===== config.mk =====
export PLATFORM = sky130hd
export DESIGN_NAME = ppg_wave_gen
export DESIGN_NICKNAME = d
export VERILOG_FILES = /design/src/rtl/ppg_pkg.sv /design/src/rtl/ppg_wave_gen.sv
export SDC_FILE = /design/constraint.sdc
export NUM_CORES = 1
export LEC_CHECK = 0
export CORE_MARGIN = 2
export CORE_UTILIZATION = 35
export DETAILED_ROUTE_END_ITERATION = 6
export GPL_TIMING_DRIVEN = 0
export MAX_ROUTING_LAYER = met4
export PLACE_DENSITY = 0.55
export SLEW_MARGIN = 20
export SYNTH_ARGS = -nofsm -noshare
export SYNTH_HDL_FRONTEND = slang
export SYNTH_SLANG_ARGS = --single-unit

===== constraint.sdc =====
create_clock -name clk -period 2.06 [get_ports clk]
set_input_delay 0.412 -clock clk [delete_from_list [all_inputs] [get_ports clk]]
set_output_delay 0.412 -clock clk [all_outputs]
set_load 0.1 [all_outputs]

===== src/rtl/ppg_pkg.sv =====
// Shared constants and types for the PPG analog front-end model and its controller.
package ppg_pkg;

  localparam int unsigned ADC_MID   = 128;
  localparam int unsigned ADC_SHIFT = 4;
  localparam int unsigned PGA_MAX   = 7;
  localparam int unsigned PD_W      = 12;

  typedef enum logic {RISE, FALL} wave_state_t;

  function automatic logic [PD_W-1:0] pd_sat(input logic [PD_W+1:0] x);
    return (|x[PD_W+1:PD_W]) ? '1 : x[PD_W-1:0];
  endfunction

endpackage


===== src/rtl/ppg_wave_gen.sv =====
// Free-running triangle generator for the synthetic heartbeat; tick strobes the cycle after w moves.
module ppg_wave_gen
  import ppg_pkg::*;
#(
  parameter int unsigned SAMPLE_DIV = 4,
  parameter int unsigned WAVE_STEP  = 4
) (
  input  logic       clk,
  input  logic       rst_n,
  output logic [7:0] w,
  output logic       tick
);

  localparam int unsigned DIV_W = (SAMPLE_DIV > 1) ? $clog2(SAMPLE_DIV) : 1;
  localparam logic [DIV_W-1:0] DIV_LAST = DIV_W'(SAMPLE_DIV - 1);
  localparam logic [7:0] STEP = 8'(WAVE_STEP);
  localparam logic [7:0] TOP  = 8'(256 - WAVE_STEP);

  logic [DIV_W-1:0] div;
  wave_state_t      state;

  always_ff @(posedge clk or negedge rst_n) begin
    if (!rst_n) begin
      div   <= '0;
      w     <= '0;
      state <= RISE;
      tick  <= 1'b0;
    end else begin
      tick <= 1'b0;
      if (div == DIV_LAST) begin
        div  <= '0;
        tick <= 1'b1;
        if (state == RISE) begin
          w <= w + STEP;
          if (w + STEP >= TOP) state <= FALL;
        end else if (w - STEP <= STEP) begin
          w     <= '0;
          state <= RISE;
        end else begin
          w <= w - STEP;
        end
      end else begin
        div <= div + 1'b1;
      end
    end
  end

endmodule


==> flow_metrics.py <==
# Auto-generated metrics
metrics = {
    "cells_and_area": {
        "layout_top_cells": "sky130_fd_sc_hd__dfrtp_1 (8), sky130_fd_sc_hd__nor2_1 (6), sky130_fd_sc_hd__xnor2_1 (6)",
        "count_of_multi_input_gates": 47,
        "drive_gt1_share_pct": 20.25,
        "layout-area-overhead-vs-synth_pct": 21.83,
        "final_nets": 87,
        "comb-cell-share_pct": 42.83,
        "clockNetworkAreaShare_pct": 4.723,
        "antenna_cells": 0,
        "layout.buffer.nonclock.area_share_pct": 13.52,
        "layout_top_cell": "sky130_fd_sc_hd__dfrtp_1",
        "final-comb-area_um2": 329.1,
        "biggestCellCategory": "logic gates",
        "flop-count": 10,
        "fillCellCount": 172,
    },
    "yosys": {
        "synth_top_flop_cell": "sky130_fd_sc_hd__dfrtp_1",
        "ys_chip_area_um2": 630.6,
        "synth.ff_latch_count": 10,
        "synth_top_area_share_pct": 39.68,
        "synthTopCellsByArea": "sky130_fd_sc_hd__dfrtp_1 (40%), sky130_fd_sc_hd__ha_1 (9.9%), sky130_fd_sc_hd__xnor2_1 (8.3%), sky130_fd_sc_hd__a31oi_1 (4.0%), sky130_fd_sc_hd__nor2_1 (3.6%)",
        "yosysSeqAreaShare_pct": 39.68,
        "edf_count": 0,
        "synth_area_leader_cell": "sky130_fd_sc_hd__dfrtp_1",
        "post_synth.cell_area_avg_um2": 9.555,
        "most_common_cell": "sky130_fd_sc_hd__dfrtp_1",
        "syn_area_um2": 630.6,
    },
    "routing": {
        "drt_drc_violations_left": 0,
        "wl_per_cell_um": 10.85,
        "initialDrtViolationCount": 7,
        "finalWirelength_mm": 1.128,
        "drt_pre_antenna_iters": 4,
        "detail_route.vias_per_cell": 4.635,
    },
    "clock_tree": {
        "cts-htree-levels": 1,
        "cts-root-buf": "sky130_fd_sc_hd__clkbuf_4",
        "numClockSinks": 10,
        "cts_tree": "yes",
        "cts_buffers": 3,
        "ctsHoldBuffers": 0,
        "clock_tree.buffer_depth": 2,
        "clock_transition_at_path_regs_ns": 0.06,
        "clock_insertion_delay_worst_skew_ns": 0.27,
    },
    "final_timing": {
        "tns_ns": 0,
        "setup-violations-final": 0,
        "finalHoldViolCount": 0,
        "min_period_over_period_pct": 97.17,
        "grt_setup_unrepaired": "no",
        "maxSlewViolCount": 0,
        "setup_ws_ns": 0.05823,
        "finClkSkew_ns": 0.002348,
        "timing.fmax_mhz": 499.6,
        "post-route-min-period_ns": 2.002,
    },
    "global_routing": {
        "via_count_of_the_first_global_routing_pass": 399,
        "grt_max_degree": 11,
        "number_of_antenna_violations_at_the_first_check_in_global_routing": 0,
        "groute.layer.met3.usage_pct": 2.353,
        "grt.busiest_layer": "met1",
        "grt_overflow": 0,
    },
    "run_status": {
        "run_status": "finished, final reports clean",
    },
    "placement": {
        "dp_slack_ns": 0.02332,
        "hpwlAfterDp_um": 817.3,
        "gp_routability_congestion": 0.8147,
    },
    "critical_path": {
        "cp.buffers_inverters": 1,
        "crit_path_launch_type": "flip-flop",
        "cp_cell_sequence": "dlygate4sd2_1",
        "criticalPathCategory": "reg2out",
        "worst_ep_arrival_time_ns": 1.59,
        "worst_setup_path_end_kind": "primary output",
        "critical_path_required_ns": 1.65,
        "cpMaxStageDelayCell": "sky130_fd_sc_hd__dlygate4sd2_1",
        "worst_path_largest_cell_delay_ns": 0.88,
        "critPathTopFamily": "buffers and inverters",
    },
    "pwr": {
        "worst_ir_drop_vdd_uv": 214.8,
        "leakage_nw": 0.3286,
        "p_per_area_mw_per_mm2": 515.3,
    },
    "floorplan": {
        "initial_utilization_pct": 36.92,
        "rows": 15,
        "die_height_um": 46.45,
        "tap_cells": 25,
        "design.die.area_mm2": 0.002157,
        "core_area_mm2": 0.001708,
    },
    "run": {
        "openroad.warnings": 29,
    },
    "hold_path": {
        "min-delay-path-class": "reg2reg",
    },
}
layer usage:
metal	wire, um	up-vias
li1	-	247
met1	520	207
met2	472	23
met3	94	5
met4	41	0
met5	0	-
registers in the layout, indices dropped and copies added, names as in the netlist:
| name | flops |
|---|---|
| div | 2 |
| tick | 1 |
| w | 6 |
| state | 1 |
cell families after synthesis:
kind of cell / share of synthesized area [%]
AOI/OAI and AO/OA: 10.71
xor gates and xnor gates: 8.333
adders and majority gates: 9.921
buffers and inverters: 8.728
DFF: 39.68
other: 0.5947
and+or+nand+nor: 22.03
repair_timing:
item,4_1_cts,5_1_grt
buffers inserted,0,0
gates resized,7,4
setup endpoints to repair,7,2
per-stage QoR:
step | instance area, um2 | power (W) | cells | hold slack [ns] | util, %
2_1_floorplan | 636.9 | 0.0002188 | 67 | 0.1164 | -
3_3_place_gp | 748.2 | 0.0002242 | 100 | 0.4177 | 43.81
3_5_place_dp | 748.2 | 0.0002241 | 100 | 0.4171 | 43.81
4_1_cts | 775.7 | 0.0004036 | 104 | 0.4259 | 45.42
5_1_grt | 768.2 | 0.0004120 | 104 | 0.4669 | 44.98
6_report | 768.2 | 0.0003959 | 104 | 0.4205 | 44.98
worst paths after layout:
| path | from | endpoint | slack (ns) | cells after the start |
|---|---|---|---|---|
| max | w[3] | w[3] | 0.06 | 1 |
| min | div[0] | div[0] | 0.42 | 1 |
| max reg2reg | w[2] | state | 0.43 | 6 |
| min reg2reg | div[0] | div[0] | 0.42 | 1 |
| max in group asynchronous | rst_n | w[3] | 1.31 | 1 |
| min in group asynchronous | rst_n | w[7] | 0.44 | 1 |
report_power, final:
part	internal, W	total (W)	switching (W)
combinational	0.00000427	0.0000238	0.0000196
clock	0.000107	0.000176	0.0000684
sequential	0.000196	0.000196	0
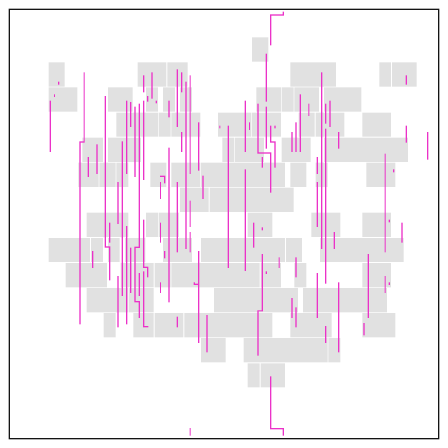
**Above:** metal 2.
Cells faint in the background.
- longest straight run: 19.7 um
- main direction: vertical
- wire length on this layer: 473 um
via count: 482
met2 track demand over resource: 15.56%

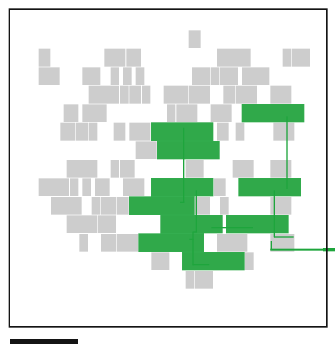
**Above:** nets reached from selected ports.
Bar = 10 um.
- green: `rst_n` (bits 1; direction input; edge east; end cells 10; buffers 1; wire 60.3 um)
PortBufs: 8
io pins: 11

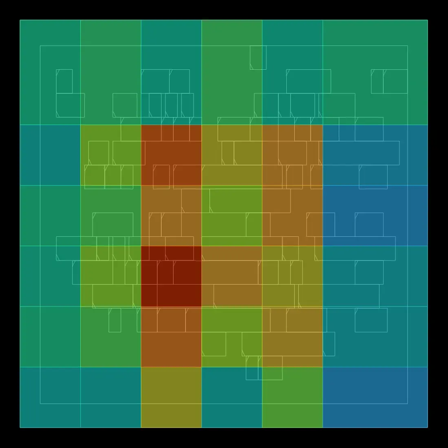
**Above:** congestion heat map.
total routing usage reported by global routing: 13.16%
met1 routing resource usage after global routing: 17.46%

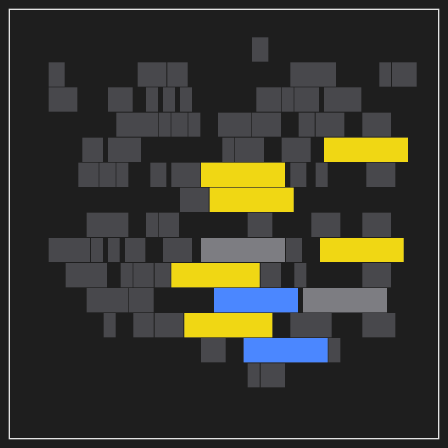
**Above:** where the registers sit.
Other sequential cells in the stronger gray, the rest of the logic in the fainter gray.
- blue: `div` (sequential cells 2)
- yellow: `w` (sequential cells 6; where center)
flop share of the area: 32.90%
core occupancy in the finished layout: 44.98%
register area: 252.7 um2

Power is estimated from default activity; no workload was simulated.
